### config.mk
export PLATFORM = sky130hd
export DESIGN_NAME = pipeline_stage_regs
export DESIGN_NICKNAME = d
export VERILOG_FILES = /design/src/rtl/core_pkg.sv /design/src/rtl/pipeline_stage_regs_pipe_reg.sv /design/src/rtl/pipeline_stage_regs.sv
export SDC_FILE = /design/constraint.sdc
export NUM_CORES = 1
export LEC_CHECK = 0
export ABC_AREA = 1
export ABC_CLOCK_PERIOD_IN_PS = 800
export CORE_AREA = 3 3 186 188
export CTS_CLUSTER_SIZE = 10
export DETAILED_ROUTE_END_ITERATION = 8
export DIE_AREA = 0 0 189 191
export PLACE_DENSITY = 0.59
export SYNTH_ARGS = -nofsm -noshare
export SYNTH_HDL_FRONTEND = slang
export SYNTH_SLANG_ARGS = --single-unit
export TNS_END_PERCENT = 1
### constraint.sdc
create_clock -name clk -period 0.8 [get_ports clk]
set_input_delay 0.08 -clock clk [delete_from_list [all_inputs] [get_ports clk]]
set_output_delay 0.08 -clock clk [all_outputs]
set_load 0.02 [all_outputs]
### src/rtl/core_pkg.sv
// core_pkg
//   Shared definitions for the RV32I core datapath.
//   - XLEN / REGW : datapath and register-address widths
//   - ALU_*       : 4-bit ALU operation codes carried on ALUControl
//   - *_t         : packed bundles held by the forward pipeline registers
package core_pkg;

   localparam int XLEN = 32;
   localparam int REGW = 5;

   localparam logic [3:0] ALU_AND  = 4'b0000;
   localparam logic [3:0] ALU_OR   = 4'b0001;
   localparam logic [3:0] ALU_ADD  = 4'b0010;
   localparam logic [3:0] ALU_SUB  = 4'b0110;
   localparam logic [3:0] ALU_SLT  = 4'b0111;
   localparam logic [3:0] ALU_SLTU = 4'b1000;

   // Control produced by decode and consumed in execute.
   typedef struct packed {
      logic       ALUSrc;
      logic       MemtoReg;
      logic       RegWrite;
      logic       MemRead;
      logic       MemWrite;
      logic [3:0] ALUControl;
   } id_ex_ctrl_t;

   // Control that survives into the memory stage; ALUSrc and ALUControl
   // have been consumed by execute and are dropped here.
   typedef struct packed {
      logic MemtoReg;
      logic RegWrite;
      logic MemRead;
      logic MemWrite;
   } ex_mem_ctrl_t;

   typedef struct packed {
      logic [XLEN-1:0] pc_plus_4;
      logic [XLEN-1:0] instruction;
   } if_id_t;

   typedef struct packed {
      id_ex_ctrl_t     ctrl;
      logic [XLEN-1:0] pc_plus_4;
      logic [XLEN-1:0] rd1;
      logic [XLEN-1:0] rd2;
      logic [XLEN-1:0] imm_ext;
      logic [REGW-1:0] rd_addr;
   } id_ex_t;

   typedef struct packed {
      ex_mem_ctrl_t    ctrl;
      logic [XLEN-1:0] alu_result;
      logic [XLEN-1:0] rd2;
      logic [REGW-1:0] rd_addr;
   } ex_mem_t;

endpackage

### src/rtl/pipeline_stage_regs_pipe_reg.sv
// pipe_reg
//   Generic WIDTH-bit flop bank, rising-edge capture, asynchronous
//   active-low clear to all zeros. No enable: it loads on every edge.
// Ports
//   clk   : rising-edge clock
//   reset : asynchronous, active-low clear
//   d     : value captured on each rising edge
//   q     : registered value
module pipe_reg #(
   parameter int WIDTH = 1
) (
   input  logic             clk,
   input  logic             reset,
   input  logic [WIDTH-1:0] d,
   output logic [WIDTH-1:0] q
);

   always_ff @(posedge clk or negedge reset) begin
      if (!reset) begin
         q <= '0;
      end else begin
         q <= d;
      end
   end

endmodule

### src/rtl/pipeline_stage_regs.sv
// pipeline_stage_regs
//   The IF/ID, ID/EX and EX/MEM forward pipeline registers of the 5-stage
//   RV32I core. Each bank is a single pipe_reg over a packed bundle, so every
//   output is a flop output with exactly one cycle of latency per bank and
//   no input-to-output combinational path. No stall or flush handling.
//   An all-zero bank is a bubble: no register write, no memory access.
// Ports
//   clk, reset          : rising-edge clock; async active-low clear of all banks
//   if_*                : fetch outputs       -> id_* (IF/ID)
//   id_* (inputs)       : decode outputs      -> ex_* (ID/EX)
//   ex_alu_result       : execute result      -> mem_alu_result (EX/MEM)
//   ex_* (outputs)      : ID/EX contents; ex_rd2, ex_rd_addr and the memory
//                         controls also feed EX/MEM
//   mem_*               : EX/MEM contents
module pipeline_stage_regs
   import core_pkg::*;
(
   input  logic            clk,
   input  logic            reset,

   // IF/ID
   input  logic [XLEN-1:0] if_pc_plus_4,
   input  logic [XLEN-1:0] if_instruction,
   output logic [XLEN-1:0] id_pc_plus_4,
   output logic [XLEN-1:0] id_instruction,

   // ID/EX
   input  logic            id_ALUSrc,
   input  logic            id_MemtoReg,
   input  logic            id_RegWrite,
   input  logic            id_MemRead,
   input  logic            id_MemWrite,
   input  logic [3:0]      id_ALUControl,
   input  logic [XLEN-1:0] id_rd1,
   input  logic [XLEN-1:0] id_rd2,
   input  logic [XLEN-1:0] id_imm_ext,
   input  logic [REGW-1:0] id_rd_addr,
   output logic            ex_ALUSrc,
   output logic            ex_MemtoReg,
   output logic            ex_RegWrite,
   output logic            ex_MemRead,
   output logic            ex_MemWrite,
   output logic [3:0]      ex_ALUControl,
   output logic [XLEN-1:0] ex_pc_plus_4,
   output logic [XLEN-1:0] ex_rd1,
   output logic [XLEN-1:0] ex_rd2,
   output logic [XLEN-1:0] ex_imm_ext,
   output logic [REGW-1:0] ex_rd_addr,

   // EX/MEM
   input  logic [XLEN-1:0] ex_alu_result,
   output logic [XLEN-1:0] mem_alu_result,
   output logic [XLEN-1:0] mem_rd2,
   output logic [REGW-1:0] mem_rd_addr,
   output logic            mem_MemtoReg,
   output logic            mem_RegWrite,
   output logic            mem_MemRead,
   output logic            mem_MemWrite
);

   if_id_t  if_id_next,  if_id_reg;
   id_ex_t  id_ex_next,  id_ex_reg;
   ex_mem_t ex_mem_next, ex_mem_reg;

   // ---------------- IF/ID ----------------
   assign if_id_next = '{
      pc_plus_4:   if_pc_plus_4,
      instruction: if_instruction
   };

   pipe_reg #(.WIDTH($bits(if_id_t))) u_if_id (
      .clk   (clk),
      .reset (reset),
      .d     (if_id_next),
      .q     (if_id_reg)
   );

   assign id_pc_plus_4   = if_id_reg.pc_plus_4;
   assign id_instruction = if_id_reg.instruction;

   // ---------------- ID/EX ----------------
   // The PC+4 forwarded to execute is the IF/ID register output, not a
   // decode input, so it trails the fetch value by two edges.
   assign id_ex_next = '{
      ctrl: '{
         ALUSrc:     id_ALUSrc,
         MemtoReg:   id_MemtoReg,
         RegWrite:   id_RegWrite,
         MemRead:    id_MemRead,
         MemWrite:   id_MemWrite,
         ALUControl: id_ALUControl
      },
      pc_plus_4: if_id_reg.pc_plus_4,
      rd1:       id_rd1,
      rd2:       id_rd2,
      imm_ext:   id_imm_ext,
      rd_addr:   id_rd_addr
   };

   pipe_reg #(.WIDTH($bits(id_ex_t))) u_id_ex (
      .clk   (clk),
      .reset (reset),
      .d     (id_ex_next),
      .q     (id_ex_reg)
   );

   assign ex_ALUSrc     = id_ex_reg.ctrl.ALUSrc;
   assign ex_MemtoReg   = id_ex_reg.ctrl.MemtoReg;
   assign ex_RegWrite   = id_ex_reg.ctrl.RegWrite;
   assign ex_MemRead    = id_ex_reg.ctrl.MemRead;
   assign ex_MemWrite   = id_ex_reg.ctrl.MemWrite;
   assign ex_ALUControl = id_ex_reg.ctrl.ALUControl;
   assign ex_pc_plus_4  = id_ex_reg.pc_plus_4;
   assign ex_rd1        = id_ex_reg.rd1;
   assign ex_rd2        = id_ex_reg.rd2;
   assign ex_imm_ext    = id_ex_reg.imm_ext;
   assign ex_rd_addr    = id_ex_reg.rd_addr;

   // ---------------- EX/MEM ----------------
   // Store data, destination and memory-side controls are taken from the
   // ID/EX register outputs (pre-edge values), so they advance exactly one
   // stage per edge. ALUSrc/ALUControl are not carried further.
   assign ex_mem_next = '{
      ctrl: '{
         MemtoReg: id_ex_reg.ctrl.MemtoReg,
         RegWrite: id_ex_reg.ctrl.RegWrite,
         MemRead:  id_ex_reg.ctrl.MemRead,
         MemWrite: id_ex_reg.ctrl.MemWrite
      },
      alu_result: ex_alu_result,
      rd2:        id_ex_reg.rd2,
      rd_addr:    id_ex_reg.rd_addr
   };

   pipe_reg #(.WIDTH($bits(ex_mem_t))) u_ex_mem (
      .clk   (clk),
      .reset (reset),
      .d     (ex_mem_next),
      .q     (ex_mem_reg)
   );

   assign mem_alu_result = ex_mem_reg.alu_result;
   assign mem_rd2        = ex_mem_reg.rd2;
   assign mem_rd_addr    = ex_mem_reg.rd_addr;
   assign mem_MemtoReg   = ex_mem_reg.ctrl.MemtoReg;
   assign mem_RegWrite   = ex_mem_reg.ctrl.RegWrite;
   assign mem_MemRead    = ex_mem_reg.ctrl.MemRead;
   assign mem_MemWrite   = ex_mem_reg.ctrl.MemWrite;

endmodule

==> results.json, run 1 <==
{
  "ys_area_mm2": 0.006982,
  "critPathKind": "reg -> out",
  "syn_area_per_cell_um2": 25.02,
  "power_density_mw_per_mm2": 2387,
  "cp_top_family": "flip-flops",
  "top_cells_by_area": "dfrtp_1 100%",
  "drive_above_1_share_pct": 38.62,
  "htree_levels": 2,
  "yosysTopAreaCellShare_pct": 100.0,
  "fmax_mhz": 868.8,
  "worst_pin_slew_ns": 0.2770,
  "p_leak_uw": 0.006259,
  "slew_viol_final": 0,
  "worst_ep_arrival_time_ns": 1.07,
  "yosysWarnings": 0,
  "grt_pass1_wl_um": 34850,
  "syn_to_final_growth_pct": 93.48,
  "crit_required_ns": 0.72,
  "drt_drc_violations_left": 0,
  "final_area_mm2": 0.01351,
  "tns_ns": -78.99,
  "slew_headroom_pct": 81.53,
  "ys_sh_simple_pct": 0,
  "cts.clk_slew.worst_paths_ns": 0.05,
  "route.met2.wl_um": 12570,
  "overflow": 0,
  "post-place-ws_ns": -0.3212,
  "post_synth_num_cell_types": 1,
  "grt_max_degree": 45,
  "ys_cells": 279,
  "setup_viol": 279,
  "synth_area_mm2": 0.006982,
  "chipArea_mm2": 0.03610,
  "postSynthCellCount": 279,
  "hp-class": "in -> reg",
  "status": "finished, violations left",
  "dpl.hpwl_um": 18720,
  "cap_viol_max_count": 0,
  "highest_layer": "met4",
  "setup_slack_ns": -0.3511,
  "wl_met3_um": 2220,
  "crit_fanout": 2,
  "wirelength_met1_um": 8809,
  "clk_path_buf_depth": 3,
  "warnings": 28,
  "cts_tree": "done",
  "violations": "setup timing",
  "max_stage_delay_ns": 0.43,
  "finalNetCount": 1098,
  "logic_area_um2": 0,
  "timing.critical_path.from_type": "flop",
  "drt-initial-drc-count": 79,
  "syn_nets": 487,
  "postPlaceCellArea_mm2": 0.01265,
  "finalCriticalPeriod_ns": 1.151,
  "synth_flop_count": 279,
  "synth-adder-area-share_pct": 0,
  "drt_first_pass_iters": 4,
  "finalClockPeriodUsage_pct": 143.9,
  "cp_num_buf_inv": 1,
  "antenna_found_initial": 2,
  "logic_gate_count": 0,
  "yosysSeqAreaShare_pct": 100.0,
  "n_fill_cell": 3109,
  "io_pins": 487,
  "grt_pass1_vias": 5391,
  "port_buffers": 486,
  "gp_congestion": 0.7611,
  "cpMaxStageDelayCell": "dfrtp_1",
  "synthXorXnorAreaFrac_pct": 0,
  "ys_sh_aoi_pct": 0,
  "clock-root-buffer": "clkbuf_16",
  "yosysTopAreaCell": "dfrtp_1",
  "rsz0062_at_grt": "yes",
  "hold_viol": 0,
  "ys_sh_mux_pct": 0,
  "viasPerCell": 3.530,
  "crit_path_end_kind": "output port",
  "fp_util_pct": 20.98,
  "clkSinkCount": 279,
  "ant_nets": 0,
  "cts_buffers": 34,
  "path_cells": "buf_6",
  "power_uw": 32250
}
## run 1: synthesized netlist by cell type
| master | instances |
|---|---|
| dfrtp_1 | 279 |
## run 1: placed cells by master (no fill, tap or decap)
| master | instances |
|---|---|
| bufinv_16 | 1 |
| dfrtp_1 | 279 |
| clkbuf_1 | 4 |
| buf_4 | 24 |
| clkinv_2 | 1 |
| buf_8 | 1 |
| buf_2 | 170 |
| dlygate4sd3_1 | 61 |
| inv_6 | 1 |
| clkdlybuf4s50_1 | 206 |
| clkbuf_16 | 35 |
| buf_12 | 4 |
| diode_2 | 2 |
| buf_6 | 109 |
## run 1: state kept, by name, indices dropped and copies added, names as in the netlist
signal	count
u_id_ex.q	142
u_ex_mem.q	73
u_if_id.q	64
## run 1: worst paths after layout
kind	endpoint	cells past startpoint	start	slack, ns
setup / recovery	id_pc_plus_4[0]	1	u_if_id.q[32]	-0.35
hold / removal	u_if_id.q[20]	1	if_instruction[20]	0.03
setup reg to reg	u_ex_mem.q[21]	1	u_id_ex.q[53]	0.13
hold reg to reg	u_id_ex.q[106]	0	u_if_id.q[37]	0.36
max in group asynchronous	u_ex_mem.q[52]	3	reset	0.21
min in group asynchronous	u_id_ex.q[114]	2	reset	0.05
## run 1: final cells by class
class | instances | area, um^2 | share of cell area [%]
diodes | 2 | 5.005 | 0.03705
clock buffers | 39 | 890.9 | 6.595
clock inverters | 3 | 43.79 | 0.3242
flip-flops and latches | 279 | 6982 | 51.69
well taps | 448 | 560.5 | 4.150
repair buffers | 575 | 5026 | 37.21
## run 1: through the flow
stage	util, %	cells	hold WS [ns]
finish	40.59	1346	0.02864
global route	40.59	1346	0.002462
CTS	39.38	1343	0.0001367
detailed placement	38.01	1240	-0.03780
global placement	38.01	1240	-0.03640
floorplan	-	279	-0.2156
## run 1: logic make-up (layout without fill, tap and decap cells)
logic type	after synthesis	after routing
DFF	279	279
other	0	2
buffers and inverters	0	617
## run 1: where the power goes
| group | switching [uW] | total, uW | internal, uW |
|---|---|---|---|
| sequential | 311 | 15200 | 14800 |
| combinational | 1850 | 3850 | 2000 |
| clock | 5140 | 13200 | 8100 |
| total | 7300 | 32200 | 24900 |
## run 1: per-layer routing
layer | global-route usage (%) | vias up
met1 | 14.70 | 2365
met5 | 0 | -
li1 | - | 2087
met3 | 4.658 | 41
met2 | 22.55 | 258
met4 | 5.042 | 0
## run 1: timing repair
action | 4_1_cts | 5_1_grt
endpoints found under the setup margin | 279 | 279
hold buffers | 60 | 1
setup buffers | 1 | 0
gates resized | 1184 | 124
endpoints found under the hold margin | 338 | 1
==> run_1/floorplan.png <==
Scale: 2 px per um. Pins as bars on the die edge.
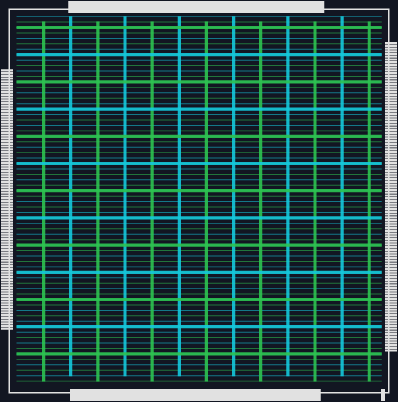
Cyan stands for VDD. Green stands for VSS.
13 straps on met4. 68 met1 rails follow the rows. 487 signal pins sit on the boundary. 13 straps on met5. The core has 67 rows.
maximum VDD drop: 1415 uV
Die X: 189 um
core area: 0.03328 mm^2
die y size: 191 um

==> run_1/class_map.png <==
Scale: 1.5 px per um. Fill, decap, tap and diode cells in grey.
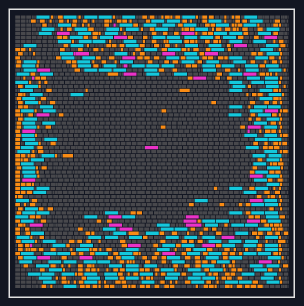
Orange stands for remaining buffers and delay cells, cells 575, share of their area 39%. Magenta stands for clock drivers and dummy loads, cells 42, share of their area 7.2%. Cyan stands for registers, cells 279, share of their area 54%.
Util after Layout: 40.59%
row count: 67
sequential share of cell area: 51.69%

==> run_1/clock_wires.png <==
Scale: 3 px per um.
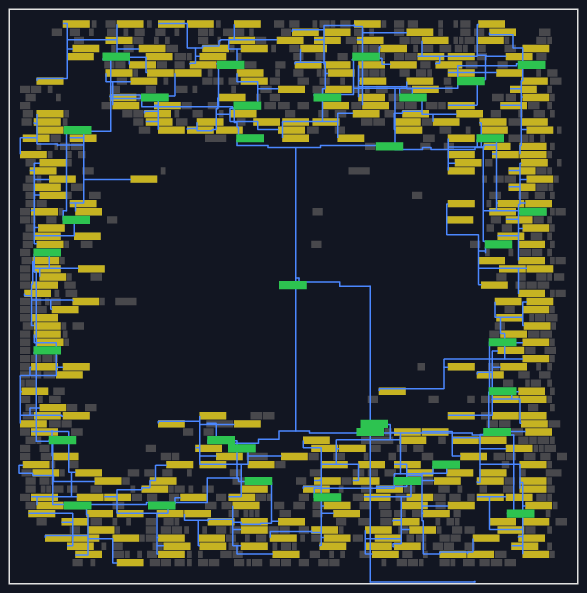
Blue stands for clock wires, length 3380 um. Yellow stands for flip-flops, count 279. Green stands for clock-net drivers, count 34.
Position of the flops: spread over the die.
P_clk: 13200 uW
clk ins delay skew pair: 0.49 ns
Clock Power Share: 41.1%
Post-Route Skew: 0.01110 ns

==> run_1/layers.png <==
Scale: 2 px per um. Two of the layers only.
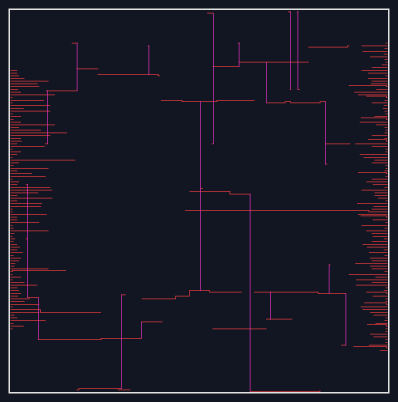
Magenta stands for M4, wire length 650 um. Red stands for M3, wire length 2220 um.
GRT Overall Usage: 13.01%
vias post-DR: 4751
Detailed Route WL: 24250 um
routed len/inst: 18.02 um

--- run 2 (diff from run 1) ---
--- a/config.mk
+++ b/config.mk
@@ -11,6 +11,7 @@
 export CTS_CLUSTER_SIZE = 10
 export DETAILED_ROUTE_END_ITERATION = 8
 export DIE_AREA = 0 0 189 191
+export GPL_TIMING_DRIVEN = 0
 export PLACE_DENSITY = 0.59
 export SYNTH_ARGS = -nofsm -noshare
 export SYNTH_HDL_FRONTEND = slang
==> run_2/layers.png <==
Scale: 2 px per um. Two of the layers only.
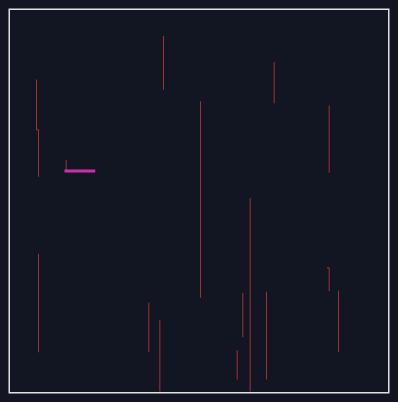
Red stands for M4, wire length 561 um. Magenta stands for M5, wire length 13.8 um.
Detailed Route WL: 23250 um
GRT Overall Usage: 12.42%
vias post-DR: 4678

==> results.json, run 2 <==
{
  "path_cells": "buf_6",
  "dp.cells": 1215,
  "postSynthCellCount": 279,
  "dpl.hpwl_um": 17510,
  "reg.largest.list": "u_id_ex.q: 142 flops, u_ex_mem.q: 73 flops, u_if_id.q: 64 flops",
  "drt_first_pass_iters": 4,
  "rr_startpoint": "u_id_ex.q[52]",
  "setup_slack_ns": -0.3420,
  "p_leak_uw": 0.006196,
  "drt_drc_violations_left": 0,
  "post_synth_num_cell_types": 1,
  "final_area_mm2": 0.01344,
  "yosysTopAreaCell": "dfrtp_1",
  "crit_fanout": 2,
  "cts_tree": "done",
  "logic_gate_count": 0,
  "finalCriticalPeriod_ns": 1.142,
  "fin_worst_skew_ns": 0.009636,
  "cts.clk_slew.worst_paths_ns": 0.05,
  "largest_reg_flops": 142,
  "rsz0062_at_grt": "yes",
  "power_density_mw_per_mm2": 2425,
  "ys_area_mm2": 0.006982,
  "crit_required_ns": 0.72,
  "io_pins": 487,
  "syn_area_per_cell_um2": 25.02,
  "ys_cells": 279,
  "fmax_mhz": 875.6,
  "overflow": 0,
  "lay_top_cells": "279 x dfrtp_1, 206 x clkdlybuf4s50_1, 174 x buf_2, 105 x buf_6, 74 x dlygate4sd3_1",
  "common_cells": "279 x dfrtp_1",
  "yosysTopAreaCellShare_pct": 100.0,
  "yosysSeqAreaShare_pct": 100.0,
  "dieHeight_um": 191,
  "row_count": 67,
  "port_buffers": 486,
  "synth_flop_count": 279,
  "ant_nets": 0,
  "grt_pass1_vias": 5267,
  "status": "finished, violations left",
  "clk_path_buf_depth": 3,
  "wire_per_inst_um": 17.47,
  "warnings": 34,
  "clkSinkCount": 279,
  "finalClockPeriodUsage_pct": 142.8,
  "cp_num_buf_inv": 1,
  "crit_path_end_kind": "output port",
  "slew_viol_final": 0,
  "regMostFlops": "u_id_ex.q",
  "gp_congestion": 0.7571,
  "chipArea_mm2": 0.03610,
  "clkPwrFrac_pct": 42.0,
  "viasPerCell": 3.515,
  "grt_pass1_wl_um": 33640,
  "rr_worst_depth": 1,
  "violations": "hold timing, setup timing",
  "timing.critical_path.from_type": "flop",
  "synthFlopType": "dfrtp_1",
  "combPwrFrac_pct": 11.6,
  "finalNetCount": 1086,
  "fp_util_pct": 20.98,
  "post-place-ws_ns": -0.3292,
  "cts_buffers": 34,
  "synth_area_mm2": 0.006982,
  "fin_hold_ws_ns": -0.5266,
  "htree_levels": 2,
  "top_cells_by_area": "dfrtp_1 100%",
  "drt-initial-drc-count": 116,
  "yosysMostFrequentCell": "dfrtp_1",
  "cpMaxStageDelayCell": "dfrtp_1",
  "max_stage_delay_ns": 0.42,
  "logic_area_um2": 0,
  "lay_top_count": "dfrtp_1",
  "yosysWarnings": 0,
  "hold_viol": 279,
  "grt_max_degree": 123,
  "antenna_found_initial": 2,
  "worst_ep_arrival_time_ns": 1.06,
  "syn_to_final_growth_pct": 92.51,
  "postPlaceCellArea_mm2": 0.01247,
  "rrSetupSlack_ns": 0.15,
  "hp-class": "in -> async",
  "clock.latency.late_pin_ns": 0.49,
  "syn_nets": 487,
  "tns_ns": -79.26,
  "rr_endpoint": "u_ex_mem.q[20]",
  "die_w_um": 189,
  "worst_pin_slew_ns": 0.6450,
  "clock-root-buffer": "clkbuf_16",
  "edf_count": 0,
  "cap_viol_max_count": 0,
  "core_mm2": 0.03328,
  "async_flop_share_pct": 100.0,
  "power_frac_seq_pct": 46.4,
  "setup_viol": 279,
  "swShare_pct": 22.52,
  "slew_headroom_pct": 57.00,
  "cp_top_family": "flip-flops",
  "switchingPower_uw": 7341,
  "post_layout_nonfiller_instances": 1331,
  "drive_above_1_share_pct": 36.51,
  "internal-power_uw": 25260,
  "critPathKind": "reg -> out"
}
==> run_2/floorplan.png <==
Scale: 2 px per um. Pins as bars on the die edge.
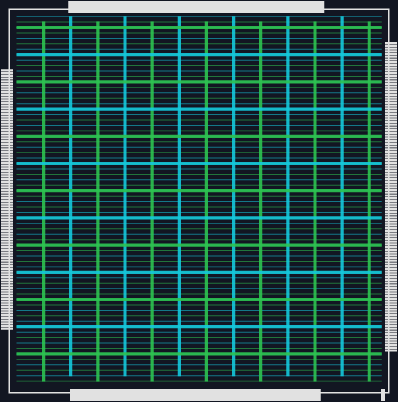
Cyan stands for VDD. Green stands for VSS.
13 straps on met4. 68 met1 rails follow the rows. 13 straps on met5. The core has 67 rows. 487 signal pins sit on the boundary.
maximum VDD drop: 1349 uV

[run 2: cell count changes in the layout (fill, tap and decap cells not counted), moves of 3 or more]
| cell | previous run | this run |
|---|---|---|
| buf_12 | 4 | 0 |
| buf_2 | 170 | 174 |
| buf_4 | 24 | 1 |
| buf_6 | 109 | 105 |
| clkbuf_1 | 4 | 1 |
| dlygate4sd3_1 | 61 | 74 |
[run 2: final cells by class]
class,count,area (um^2)
clock inverters,3,68.82
clock buffers,37,893.4
diodes,1,2.502
fillers,3119,19840
repair buffers,563,4933
flip-flops and latches,279,6982
well taps,448,560.5
[run 2: what timing repair did]
item,in CTS,in global routing
setup buffers,1,0
hold buffers,70,4
endpoints found under the hold margin,349,100
resized,1219,126
setup endpoints to repair,279,279
pin swaps,0,0
[run 2: metrics by stage]
| step | power, uW | util, % | hold WS [ns] |
|---|---|---|---|
| floorplan | 16260 | - | -0.2156 |
| global placement | 19110 | 37.28 | 0.3565 |
| detailed placement | 19240 | 37.46 | -0.007660 |
| CTS | 32990 | 39.09 | -0.5458 |
| global route | 34060 | 40.39 | -0.5304 |
| finish | 32600 | 40.39 | -0.5266 |
[run 2: cell families (layout without fill, tap and decap cells)]
logic type | count (synthesis) | count (layout) | synth area share (%)
buffers and inverters | 0 | 603 | 0
DFF | 279 | 279 | 100.0
other | 0 | 1 | 0
[run 2: worst max path at each step]
stage	end	cells after the start	slack, ns	from
after CTS	ex_rd2[16]	1	-0.39	u_id_ex.q[53]
final	ex_rd2[4]	1	-0.34	u_id_ex.q[41]
after global routing	id_pc_plus_4[0]	1	-0.39	u_if_id.q[32]
after detailed placement	ex_rd2[15]	1	-0.33	u_id_ex.q[52]
after global placement	u_id_ex.q[141]	1	-12.18	reset
after floorplan	u_ex_mem.q[0]	0	0.22	u_id_ex.q[0]
[run 2: per-layer routing]
metal | track usage (%) | share of wire [%] | vias to the layer above
met2 | 21.75 | 53 | 261
li1 | - | - | 2063
met3 | 4.896 | 9.9 | 37
met1 | 13.70 | 35 | 2315
met5 | 0 | 0.056 | -
met4 | 4.469 | 2.4 | 2
[run 2: power groups by stage]
| stage | Clock, uW | Combinational (uW) | Sequential, uW |
|---|---|---|---|
| 5_1_grt | 14900 | 3990 | 15200 |
| 4_1_cts | 14200 | 3640 | 15100 |
| 6_report | 13700 | 3770 | 15100 |
| 3_3_place_gp | 0 | 3760 | 15400 |
| 3_5_place_dp | 0 | 3900 | 15300 |
| 2_1_floorplan | 0 | 0 | 16300 |
--- run 3 (diff from run 2) ---
--- a/config.mk
+++ b/config.mk
@@ -6,13 +6,13 @@
 export NUM_CORES = 1
 export LEC_CHECK = 0
 export ABC_AREA = 1
-export ABC_CLOCK_PERIOD_IN_PS = 800
 export CORE_AREA = 3 3 186 188
 export CTS_CLUSTER_SIZE = 10
 export DETAILED_ROUTE_END_ITERATION = 8
 export DIE_AREA = 0 0 189 191
 export GPL_TIMING_DRIVEN = 0
 export PLACE_DENSITY = 0.59
+export REMOVE_ABC_BUFFERS = 1
 export SYNTH_ARGS = -nofsm -noshare
 export SYNTH_HDL_FRONTEND = slang
 export SYNTH_SLANG_ARGS = --single-unit
==> run_3/floorplan.png <==
Scale: 2 px per um. Pins as bars on the die edge.
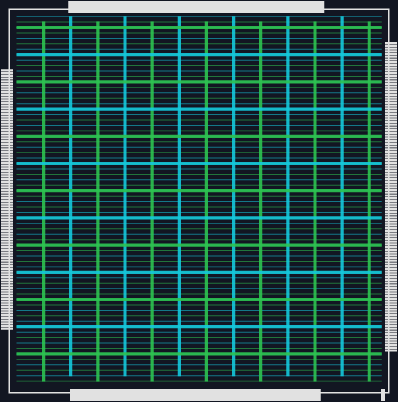
Green stands for VSS. Cyan stands for VDD.
487 signal pins sit on the boundary. 68 met1 rails follow the rows.

==> results.json, run 3 <==
{
  "cp_top_family": "flip-flops",
  "p_leak_uw": 0.006196,
  "synth_flop_count": 279,
  "yosysTopAreaCell": "dfrtp_1",
  "post_synth_num_cell_types": 1,
  "slew_viol_final": 0,
  "synthFlopType": "dfrtp_1",
  "cap_viol_max_count": 0,
  "async_flop_share_pct": 100.0,
  "vias": 4678,
  "cp-startpoint": "u_id_ex.q[41]",
  "grt.total_usage_pct": 12.42,
  "fmax_mhz": 875.6,
  "core_mm2": 0.03328,
  "largest_reg_flops": 142,
  "clkSinkCount": 279,
  "worst_ep_arrival_time_ns": 1.06,
  "dp.cells": 1215,
  "post_layout_nonfiller_instances": 1331,
  "gp_congestion": 0.7571,
  "yosysSeqAreaShare_pct": 100.0,
  "lay_top_cells": "279 x dfrtp_1, 206 x clkdlybuf4s50_1, 174 x buf_2, 105 x buf_6, 74 x dlygate4sd3_1",
  "cts.clk_slew.worst_paths_ns": 0.05,
  "fin_hold_ws_ns": -0.5266,
  "clock.latency.late_pin_ns": 0.49,
  "timing.critical_path.from_type": "flop",
  "finalClockPeriodUsage_pct": 142.8,
  "chipArea_mm2": 0.03610,
  "viasPerCell": 3.515,
  "path_cells": "buf_6",
  "finalNetCount": 1086,
  "crit_required_ns": 0.72,
  "io_pins": 487,
  "worst_pin_slew_ns": 0.6450,
  "antenna_found_initial": 2,
  "ys_area_mm2": 0.006982,
  "drt_first_pass_iters": 4,
  "grt_pass1_vias": 5267,
  "dieHeight_um": 191,
  "yosysMostFrequentCell": "dfrtp_1",
  "lay_top_count": "dfrtp_1",
  "drive_above_1_share_pct": 36.51,
  "power_uw": 32600,
  "hp-class": "in -> async",
  "edf_count": 0,
  "hold_viol": 279,
  "syn_area_per_cell_um2": 25.02,
  "grt_pass1_wl_um": 33640,
  "crit_cells": 1,
  "ant_nets": 0,
  "ys_cells": 279,
  "wire_per_inst_um": 17.47,
  "row_count": 67,
  "setup_viol": 279,
  "logic_area_um2": 0,
  "clk_path_buf_depth": 3,
  "fp_util_pct": 20.98,
  "dpl.hpwl_um": 17510,
  "logic_gate_count": 0,
  "grt_max_degree": 123,
  "finalCriticalPeriod_ns": 1.142,
  "reg.largest.list": "u_id_ex.q: 142 flops, u_ex_mem.q: 73 flops, u_if_id.q: 64 flops",
  "clock-root-buffer": "clkbuf_16",
  "status": "finished, violations left",
  "port_buffers": 486,
  "rr_worst_depth": 1,
  "setup_slack_ns": -0.3420,
  "cp_num_buf_inv": 1,
  "syn_to_final_growth_pct": 92.51,
  "warnings": 33,
  "critPathKind": "reg -> out",
  "seq_area_mm2": 0.006982,
  "drt_drc_violations_left": 0,
  "regMostFlops": "u_id_ex.q",
  "finalWirelength_um": 23250,
  "max_stage_delay_ns": 0.42,
  "violations": "hold timing, setup timing",
  "yosysWarnings": 0,
  "cts_tree": "done",
  "common_cells": "279 x dfrtp_1",
  "overflow": 0,
  "drt-initial-drc-count": 116,
  "rr_endpoint": "u_ex_mem.q[20]",
  "ir_worst_vdd_uv": 1349,
  "synth_area_mm2": 0.006982,
  "htree_levels": 2,
  "power_density_mw_per_mm2": 2425,
  "rrSetupSlack_ns": 0.15,
  "postSynthCellCount": 279,
  "fin_worst_skew_ns": 0.009636,
  "crit_path_end_kind": "output port",
  "die_w_um": 189,
  "final_area_mm2": 0.01344,
  "yosysTopAreaCellShare_pct": 100.0,
  "tns_ns": -79.26,
  "slew_headroom_pct": 57.00,
  "postPlaceCellArea_mm2": 0.01247,
  "worstSetupEndpoint": "ex_rd2[4]",
  "crit_fanout": 2,
  "rsz0062_at_grt": "yes",
  "cts_buffers": 34,
  "top_cells_by_area": "dfrtp_1 100%",
  "rr_startpoint": "u_id_ex.q[52]",
  "cpMaxStageDelayCell": "dfrtp_1"
}
==> run_3/placed.png <==
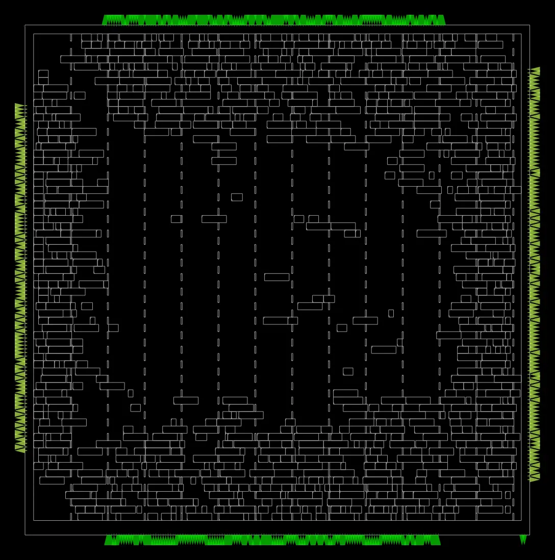
Tapcells: 448
Util after Layout: 40.39%
sequential share of cell area: 51.95%
Fillers: 3119

[run 3: cell counts after synthesis]
Identical to the previous run, type by type.
[run 3: how the worst min path moves through the flow]
stage | from | end | cells past startpoint
floorplan | reset | u_ex_mem.q[0] | 0
global placement | u_id_ex.q[67] | u_ex_mem.q[35] | 0
detailed placement | reset | u_ex_mem.q[21] | 1
CTS | reset | u_id_ex.q[64] | 1
global route | reset | u_if_id.q[24] | 1
finish | reset | u_ex_mem.q[21] | 1
[run 3: logic make-up after synthesis]
logic type  synth area share, %
flops                     100.0
[run 3: layer usage]
metal / vias up / global-route usage, % / part of all wire [%]
li1: 2063 / - / -
met1: 2315 / 13.70 / 35
met2: 261 / 21.75 / 53
met3: 37 / 4.896 / 9.9
met4: 2 / 4.469 / 2.4
met5: - / 0 / 0.056
[run 3: where the power goes]
group          internal [uW]  switching [uW]  total, uW
clock network           8470            5230      13700
logic                   1950            1820       3770
registers              14800             296      15100
[run 3: cell type report]
| type | count | share of cell area, % |
|---|---|---|
| clock inverters | 3 | 0.5120 |
| flip-flops and latches | 279 | 51.95 |
| well taps | 448 | 4.171 |
| diodes | 1 | 0.01862 |
| repair buffers | 563 | 36.71 |
| clock buffers | 37 | 6.647 |
[run 3: metrics by stage]
step | hold slack (ns) | utilization (%) | worst slack, ns
2_1_floorplan | -0.2156 | - | 0.2177
3_3_place_gp | 0.3565 | 37.28 | -12.18
3_5_place_dp | -0.007660 | 37.46 | -0.3292
4_1_cts | -0.5458 | 39.09 | -0.3878
5_1_grt | -0.5304 | 40.39 | -0.3866
6_report | -0.5266 | 40.39 | -0.3420
[run 3: what timing repair did]
action,4_1_cts,5_1_grt
setup buffers,1,0
endpoints found under the setup margin,279,279
resized,1219,126
hold endpoints to repair,349,100
hold buffers,70,4
No activity file was given, so power comes from the tool's default toggle rates.
